File: src/rtl/col_parity_check_pkg.sv
// Shared constants, FSM encoding and small helpers for the column-parity checker.
// The data block is 5x5, row-major: column c is bits {c, c+5, c+10, c+15, c+20}.
package col_parity_check_pkg;

   localparam int NUM_COLS = 5;
   localparam int DATA_W   = 25;
   localparam int CNT_W    = 3;

   localparam logic [1:0] IDLE = 2'd0;
   localparam logic [1:0] CALC = 2'd1;
   localparam logic [1:0] DONE = 2'd2;

   typedef logic [NUM_COLS-1:0] colVec_t;

   // Out-of-range column indices (5..7 on a 3-bit counter) read as zero.
   function automatic logic selBit(input colVec_t vec, input logic [CNT_W-1:0] idx);
      logic bitVal;
      bitVal = 1'b0;
      for (int i = 0; i < NUM_COLS; i++) begin
         if (idx == CNT_W'(i)) begin
            bitVal = vec[i];
         end
      end
      return bitVal;
   endfunction

endpackage

File: src/rtl/col_parity_check_if.sv
// Request/result bundle between a block producer/consumer and the checker.
// The producer side is the master; the checker is the slave.
interface col_parity_check_if;
   import col_parity_check_pkg::*;

   logic                start;
   logic [DATA_W-1:0]   dataIn;
   logic [NUM_COLS-1:0] parIn;
   logic                ack;
   logic                busy;
   logic                done;
   logic [NUM_COLS-1:0] syndrome;
   logic                errFlag;
   logic [CNT_W-1:0]    errCnt;

   modport master (
      output start, dataIn, parIn, ack,
      input  busy, done, syndrome, errFlag, errCnt
   );

   modport slave (
      input  start, dataIn, parIn, ack,
      output busy, done, syndrome, errFlag, errCnt
   );

endinterface

File: src/rtl/col_parity_check_col_select.sv
// Combinational selector: returns the five bits of column col from the latched block,
// bit r of the result being row r of that column.
module col_select
   import col_parity_check_pkg::*;
(
   input  logic [DATA_W-1:0]   dataBlock,
   input  logic [CNT_W-1:0]    col,
   output logic [NUM_COLS-1:0] colBits
);

   generate
      for (genvar gi = 0; gi < NUM_COLS; gi++) begin : gRow
         colVec_t rowBits;
         assign rowBits     = dataBlock[gi*NUM_COLS +: NUM_COLS];
         assign colBits[gi] = selBit(rowBits, col);
      end
   endgenerate

endmodule

File: src/rtl/col_parity_check.sv
// Serial column-parity checker: latches a 5x5 block, walks its columns one per clock,
// and builds a syndrome plus mismatch count held until the consumer acknowledges.
module col_parity_check
   import col_parity_check_pkg::*;
(
   input  logic          clk,
   input  logic          rst,
   col_parity_check_if.slave bus
);

   logic [1:0]          stateReg;
   logic [1:0]          stateNext;
   logic [DATA_W-1:0]   dataReg;
   colVec_t             parReg;
   colVec_t             synReg;
   logic [CNT_W-1:0]    colReg;
   logic [CNT_W-1:0]    errCntReg;

   colVec_t             colBits;
   logic                serialBit;
   logic                accept;
   logic                step;
   logic                colLast;

   col_select uColSelect (
      .dataBlock (dataReg),
      .col       (colReg),
      .colBits   (colBits)
   );

   assign accept    = (stateReg == IDLE) && bus.start;
   assign step      = (stateReg == CALC);
   assign colLast   = (colReg == CNT_W'(NUM_COLS - 1));
   assign serialBit = (^colBits) ^ selBit(parReg, colReg);

   // ack is only looked at in DONE, so a simultaneous start there is dropped.
   always_comb begin
      stateNext = stateReg;
      case (stateReg)
         IDLE:    if (bus.start) stateNext = CALC;
         CALC:    if (colLast)   stateNext = DONE;
         DONE:    if (bus.ack)   stateNext = IDLE;
         default: stateNext = IDLE;
      endcase
   end

   always_ff @(posedge clk) begin
      if (rst) begin
         stateReg <= IDLE;
      end else begin
         stateReg <= stateNext;
      end
   end

   // Input capture: later changes on dataIn/parIn cannot reach the result.
   always_ff @(posedge clk) begin
      if (rst) begin
         dataReg <= '0;
         parReg  <= '0;
      end else if (accept) begin
         dataReg <= bus.dataIn;
         parReg  <= bus.parIn;
      end
   end

   // Column counter, modulo NUM_COLS.
   always_ff @(posedge clk) begin
      if (rst || accept) begin
         colReg <= '0;
      end else if (step) begin
         colReg <= colLast ? '0 : colReg + 1'b1;
      end
   end

   // Syndrome shift register: new bit enters at the top, so after five
   // shifts column c ends up in bit c.
   always_ff @(posedge clk) begin
      if (rst || accept) begin
         synReg <= '0;
      end else if (step) begin
         synReg <= {serialBit, synReg[NUM_COLS-1:1]};
      end
   end

   always_ff @(posedge clk) begin
      if (rst || accept) begin
         errCntReg <= '0;
      end else if (step && serialBit && (errCntReg < CNT_W'(NUM_COLS))) begin
         errCntReg <= errCntReg + 1'b1;
      end
   end

   assign bus.busy     = (stateReg != IDLE);
   assign bus.done     = (stateReg == DONE);
   assign bus.syndrome = synReg;
   assign bus.errCnt   = errCntReg;
   assign bus.errFlag  = (stateReg == DONE) && (|synReg);

endmodule

File: src/flat_wrapper.sv
// flat-port wrapper written by rule: the top's interface ports become plain ports
module col_parity_check_flat import col_parity_check_pkg::*;
  (clk, rst, bus_start, bus_dataIn, bus_parIn, bus_ack, bus_busy, bus_done, bus_syndrome, bus_errFlag, bus_errCnt);
  col_parity_check_if bus_i ();
  input  logic clk;
  input  logic rst;
  input wire logic [$bits(bus_i.start)-1:0] bus_start;
  input wire logic [$bits(bus_i.dataIn)-1:0] bus_dataIn;
  input wire logic [$bits(bus_i.parIn)-1:0] bus_parIn;
  input wire logic [$bits(bus_i.ack)-1:0] bus_ack;
  output wire logic [$bits(bus_i.busy)-1:0] bus_busy;
  output wire logic [$bits(bus_i.done)-1:0] bus_done;
  output wire logic [$bits(bus_i.syndrome)-1:0] bus_syndrome;
  output wire logic [$bits(bus_i.errFlag)-1:0] bus_errFlag;
  output wire logic [$bits(bus_i.errCnt)-1:0] bus_errCnt;
  assign bus_i.start = bus_start;
  assign bus_i.dataIn = bus_dataIn;
  assign bus_i.parIn = bus_parIn;
  assign bus_i.ack = bus_ack;
  assign bus_busy = bus_i.busy;
  assign bus_done = bus_i.done;
  assign bus_syndrome = bus_i.syndrome;
  assign bus_errFlag = bus_i.errFlag;
  assign bus_errCnt = bus_i.errCnt;
  col_parity_check u_core (.clk(clk), .rst(rst), .bus(bus_i));
endmodule
File: config.mk
export PLATFORM = sky130hd
export DESIGN_NAME = col_parity_check_flat
export DESIGN_NICKNAME = d
export VERILOG_FILES = /design/src/rtl/col_parity_check_pkg.sv /design/src/rtl/col_parity_check_if.sv /design/src/rtl/col_parity_check_col_select.sv /design/src/rtl/col_parity_check.sv /design/src/flat_wrapper.sv
export SDC_FILE = /design/constraint.sdc
export NUM_CORES = 1
export LEC_CHECK = 0
export ABC_AREA = 1
export CAP_MARGIN = 20
export CORE_AREA = 2 2 76 78
export CTS_BUF_LIST = sky130_fd_sc_hd__clkbuf_8 sky130_fd_sc_hd__clkbuf_16
export CTS_CLUSTER_SIZE = 8
export DETAILED_ROUTE_END_ITERATION = 12
export DIE_AREA = 0 0 78 80
export GPL_TIMING_DRIVEN = 0
export PLACE_DENSITY = 0.64
export SYNTH_ARGS = -nofsm -noshare
export SYNTH_HDL_FRONTEND = slang
export SYNTH_SLANG_ARGS = --single-unit
File: constraint.sdc
create_clock -name clk -period 2.35 [get_ports clk]
set_input_delay 0.235 -clock clk [delete_from_list [all_inputs] [get_ports clk]]
set_output_delay 0.235 -clock clk [all_outputs]
set_load 0.02 [all_outputs]
Figure 1. Nets reached from selected ports.
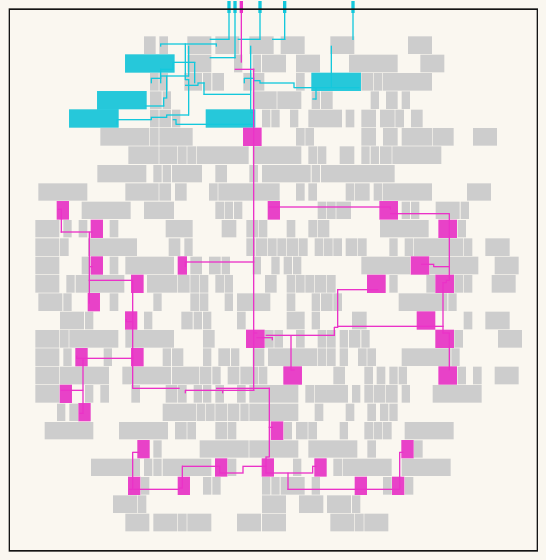
legend:
  rst:
    colour: magenta
    bits: 1
    direction: input
    end_cells: 33
    buffers: 4
    wire: 341 um
  bus_syndrome:
    colour: cyan
    bits: 5
    direction: output
    end_cells: 5
    buffers: 5
    wire: 158 um

Figure 2. Met3 routing.
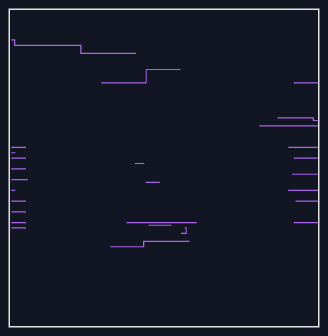
main direction: horizontal
nets with wire on the layer: 24

Figure 3. Register map, names as in the netlist.
Other sequential cells in the stronger grey, the rest of the logic in the fainter grey.
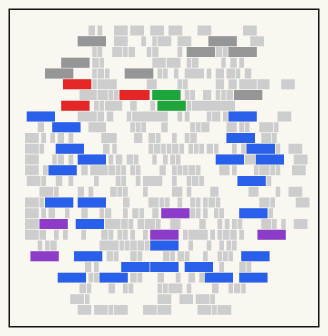
legend:
  u_core.stateReg:
    colour: green
    placed_flops: 2
  u_core.colReg:
    colour: red
    placed_flops: 3
  u_core.parReg:
    colour: purple
    placed_flops: 5
  u_core.dataReg:
    colour: blue
    placed_flops: 25
not coloured: 8
total area of sequential cells: 862 um^2
Power Sequential: 0.806 mW
Post-Route Utilization: 0.515
flop share of the area: 0.310

Figure 4. Signal metal coverage by tile.
The die is cut into 16 by 16 equal tiles; black is low, pale yellow is high, scaled to the fullest tile. Values are wire area over tile area, all layers added.
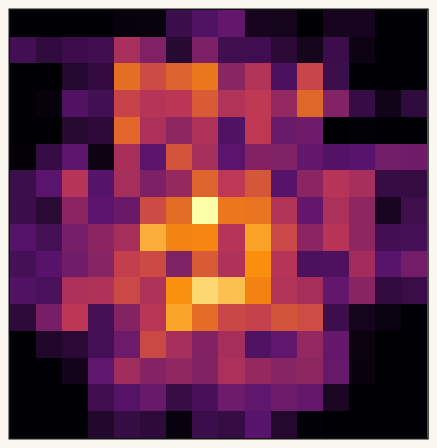
fullest tile: 0.44
nearly empty tiles: 18%
tiles over half the peak: 16%
mean over tiles: 0.12
final wirelength: 4850 um
Avg WL per Cell: 11.0 um

Figure 5. Cell outlines without signal wires.
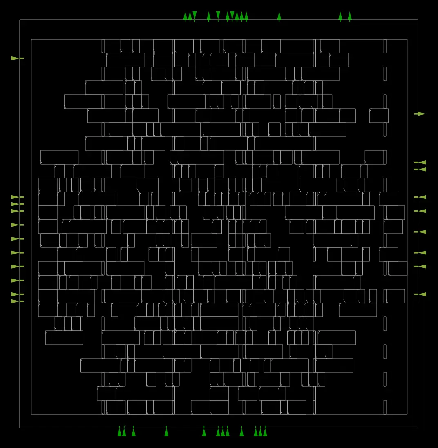
area of the core: 0.00541 mm^2
number of flip-flops and latches: 43
Tap Cells: 72
std cell rows: 27

[per-stage QoR]
step	total power, mW	hold slack [ns]	cells	setup WS, ns	instance area [um^2]
2_1_floorplan	1.04	0.380	319	0.512	2120
3_3_place_gp	1.16	0.455	434	0.183	2640
3_5_place_dp	1.16	0.459	434	0.126	2640
4_1_cts	1.76	0.325	442	0.0981	2760
5_1_grt	1.84	0.332	443	0.00401	2780
6_report	1.74	0.319	443	0.232	2780
[power breakdown]
part	leakage, nW	switching [mW]	internal (mW)
logic	0.752	0.199	0.143
registers	0.353	0.0256	0.780
clock network	0.0612	0.252	0.344
total	1.17	0.476	1.27
[state kept, by name, indices dropped and copies added (netlist names)]
signal               flops
u_core.bus.errCnt        3
u_core.bus.syndrome      5
u_core.colReg            3
u_core.dataReg          25
u_core.parReg            5
u_core.stateReg          2
==> run_results.csv <==
group,metric,value,unit
status,status,"completed",
clock_tree,cts-root-to-sink-buffers,2,
pwr,p_leak,1.17,nW
cells_and_area,clock_buffer_count,6,
worst_setup_path,crit_fanout,5,
hold_path,worstHoldPathCells,2,
timing,period_used_share,0.901,
worst_setup_path,crit_path_end,"u_core.bus.errCnt[2]",
logic_synthesis,post_synth_most_frequent_cells,"nand2_1, inv_1, dfxtp_1",
logic_synthesis,post_synth_fa_ha_maj_area_fraction,0.0354,
worst_setup_path,cp_startpoint,"u_core.colReg[1]",
clock_tree,worst_skew_pair.late_latency,0.30,ns
grt,grt_first_pass_wirelength,8150,um
clock_tree,htreeDepth,2,
logic_synthesis,async_reset_ff_frac,0,
drt,m1WireLength,2480,um
hold_path,worst_hold_path.endpoint,"u_core.parReg[4]",
grt,groute.layer.met3.usage,0.0373,
logic_synthesis,most_common_cell,"nand2_1",
grt,grt_max_degree,14,
timing,drv_slew,0,
timing,tightest_slew,0.492,ns
worst_setup_path,timing.reg2reg.worst_path_depth,13,
worst_setup_path,cp.arrival,2.30,ns
timing,fmaxAchievable,472,MHz
timing,timing.final.crit_period,2.12,ns
logic_synthesis,aoi_share,0.162,
cells_and_area,final.fill_count,556,
grt,grt_antenna_before_repair,0,
logic_synthesis,floorplan_nets,359,
worst_setup_path,timing.critical_path.buf_inv,2,
worst_setup_path,worst-r2r-setup-slack,0.23,ns
logic_synthesis,ys_sh_xor,0.00413,
Power figures rest on the tool's default switching activity, not on a simulated workload.
